Design stack_ctrl, sky130hd; sources not shown.
Figure 1. Sequential cells grouped by signal name.
Bar = 20 µm. Other sequential cells in the stronger grey, the rest of the logic in the fainter grey.
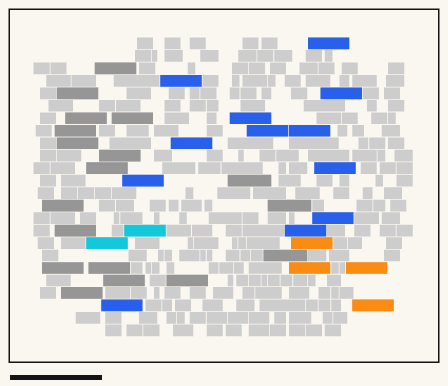
| colour | netlist name | placed flops |
|---|---|---|
| cyan | state_q | 2 |
| blue | tgt_q | 12 |
| orange | depth_o | 4 |
not coloured: 18
fraction of area in registers: 25.5%
sequential power: 0.00138 W
area occupied by registers: 905 µm²

Figure 2. Power grid.
Bar = 20 µm. Pins as bars on the die edge. Tap cells in grey.
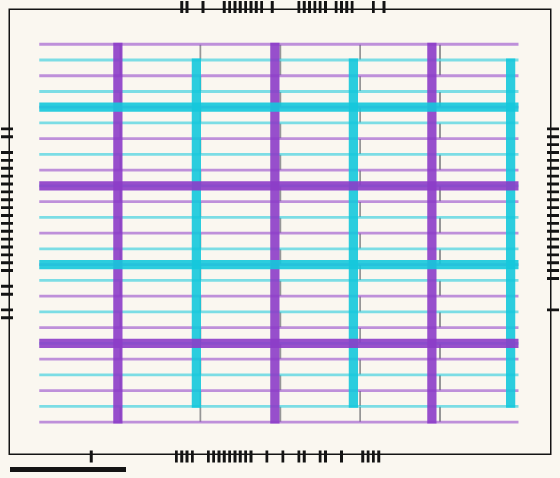
| colour | net |
|---|---|
| cyan | VDD |
| purple | VSS |
tap cells: 65
met5 straps: 4
signal pins: 92
Max VDD drop: 0.000853 V
total core area: 5410 µm²
Die Span Y: 76.6 µm

Figure 3. Nets reached from selected ports.
Bar = 20 µm.
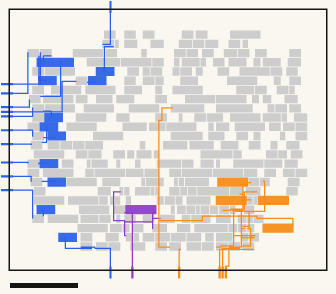
| colour | port | bits | direction | end cells | wire |
|---|---|---|---|---|---|
| orange | depth_o | 4 | output | 4 | 247 µm |
| purple | err_o | 1 | output | 1 | 54.0 µm |
| blue | pc_i | 12 | input | 12 | 223 µm |
port bufs: 91
I/O pin count: 92

Figure 4. Cell outlines without signal wires.
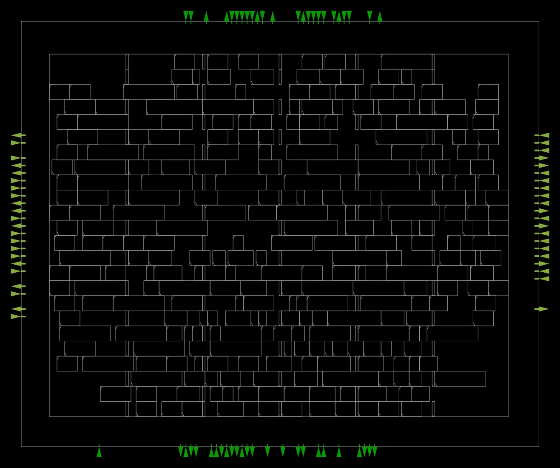
Tapcells: 65
Non-Filler Instances: 345
flop count: 36

==> impl_metrics.ini <==
; flow metrics
[clock_tree]
clkTransAtPathRegs_ns = 0.07
cts_buffer_depth = 2
cts_buffers = 5
htreeDepth = 2
clock-root-buffer = clkbuf_8
clkLatencyLatePin_ns = 0.28
cts_sinks = 36
cts_tree = yes

[synthesis]
syn_nets = 228
synth_flop_count = 36
synth.distinct_cells = 31
edf_count = 0
yosys-stat-area_um2 = 2110
postSynthSeqShare_pct = 42.9
ys_cells = 165
synthFlopType = dfrtp_1
avgSynthCellArea_um2 = 12.8
synthCells = 165
async_reset_ff_share_pct = 100
yosysWarningCount = 0
netlist_area_um2 = 2110

[final_layout]
area_growth_pct = 68.1
drive_gt1_share_pct = 36.1
finalNetCount = 342
fillCellCount = 429
antenna_cells = 0
lay_top_count = clkdlybuf4s50_1
most-common-layout-cells = 73 x clkdlybuf4s50_1, 33 x dfrtp_1, 25 x mux2_4

[critical_path]
reg2reg_slack_ns = -0.1
end_kind = register
start_kind = register
worstPathArrival_ns = 2.31
critPathKind = register to register
worstPathRequired_ns = 2.21
crit_fanout = 6
reg2regPathDepth = 9

[timing]
fmax_mhz = 466
relSlewSlack_pct = 66.5
worst_pin_slew_ns = 0.499
clock_skew_ns = 0.00498
period_used_pct = 105
rsz0062_at_grt = true
setup_ws_ns = -0.0973
hold_ws_ns = 0.336
tns_ns = -1.82
finalSetupViolCount = 28
period_needed_ns = 2.15
hold_viol = 0
drv_slew = 0

[power_and_ir_drop]
finalPower_w = 0.00551
p_leak_nw = 1.63
power.density_nw_per_um2 = 1550

[routing]
wirelength_um = 5750
postRouteAntennaNets = 0
vias_per_cell = 4.88
dr.pass1.iters = 4
vias = 1683
wl_per_cell_um = 16.7
drt_iter0_drc = 46
drc = 0

[grt]
grt_pass1_vias = 1707
antenna_found_initial = 0
grt_pass1_wl_um = 8420
grt_usage_pct = 14.8
grt_max_degree = 20
grt-ovfl-total = 0

[flow_run]
max_cap_violations = 0
warnings = 32

[floorplan]
row_count = 24
die_x_um = 93.3
die-area_um2 = 7150
initial_utilization_pct = 39.0

[placed_design]
gp_congestion = 0.834
dp_hpwl_um = 4010
pre_cts_ws_ns = -0.656

[outcome]
violations = setup timing
status = finished, violations left

[hold_path]
hold_path.class = input port to async pin
==> cell usage after synthesis (2+ instances only) <==
cell / count / area (µm²)
nor2_1: 3 / 11.3
dfrtp_1: 33 / 826
nand2b_1: 3 / 18.8
nor2b_1: 12 / 75.1
a21oi_1: 5 / 25.0
o21ai_0: 3 / 15.0
ha_1: 8 / 100
xor2_1: 4 / 35.0
nand2_1: 3 / 11.3
mux2_2: 22 / 248
dfstp_2: 3 / 78.8
clkbuf_1: 2 / 7.51
mux2i_1: 15 / 150
inv_1: 10 / 37.5
mux2_4: 18 / 270
a211oi_1: 2 / 15.0
buf_12: 2 / 40.0
o21bai_1: 3 / 22.5
xnor2_1: 2 / 17.5
==> per-stage QoR <==
step | std cells | instance area, µm² | util [%]
final | 345 | 3550 | 65.6
after global routing | 345 | 3550 | 65.6
after CTS | 330 | 3240 | 59.9
after detailed placement | 322 | 3130 | 57.9
after global placement | 321 | 3100 | 57.4
after floorplan | 165 | 2110 | -
==> cell type report <==
type | instances | area [µm²] | share of cell area [%]
plain buffers | 6 | 90.1 | 2.54
multi-input cells | 113 | 1230 | 34.6
clock inverters | 2 | 35.0 | 0.988
clock buffers | 6 | 72.6 | 2.05
inverters | 10 | 37.5 | 1.06
repair buffers | 107 | 1100 | 31.0
well taps | 65 | 81.3 | 2.29
flip-flops and latches | 36 | 905 | 25.5
==> worst max-delay path: stages (launching register included) <==
cell	delay (ns)
dfstp_2	0.59
nand2_4	0.09
o21ai_4	0.09
ha_4	0.25
xor2_4	0.16
nand2_2	0.07
and3_4	0.19
buf_12	0.14
clkbuf_16	0.15
mux2_4	0.29
==> layer usage <==
metal	global-route usage, %	part of all wire [%]	vias to the layer above	routed length (µm)
li1	-	-	803	-
met1	19.0	45	816	2570
met2	23.7	48	55	2760
met3	4.24	5.7	9	325
met4	5.12	1.5	0	85
met5	0	0	-	0
==> cells by family after synthesis <==
logic type      Yosys count  synth area share [%]
mux                      55                  31.7
flops                    36                  42.9
simple gates             29                  8.19
buf+inv                  16                  4.75
compound gates           15                  5.28
fa+ha+maj                 8                  4.75
xor+xnor                  6                  2.49
==> where the power goes <==
group / internal (W) / switching, W
clock network: 0.000361 / 0.000242
logic: 0.00204 / 0.00149
registers: 0.00109 / 0.000287
Power and IR drop assume default switching activity.
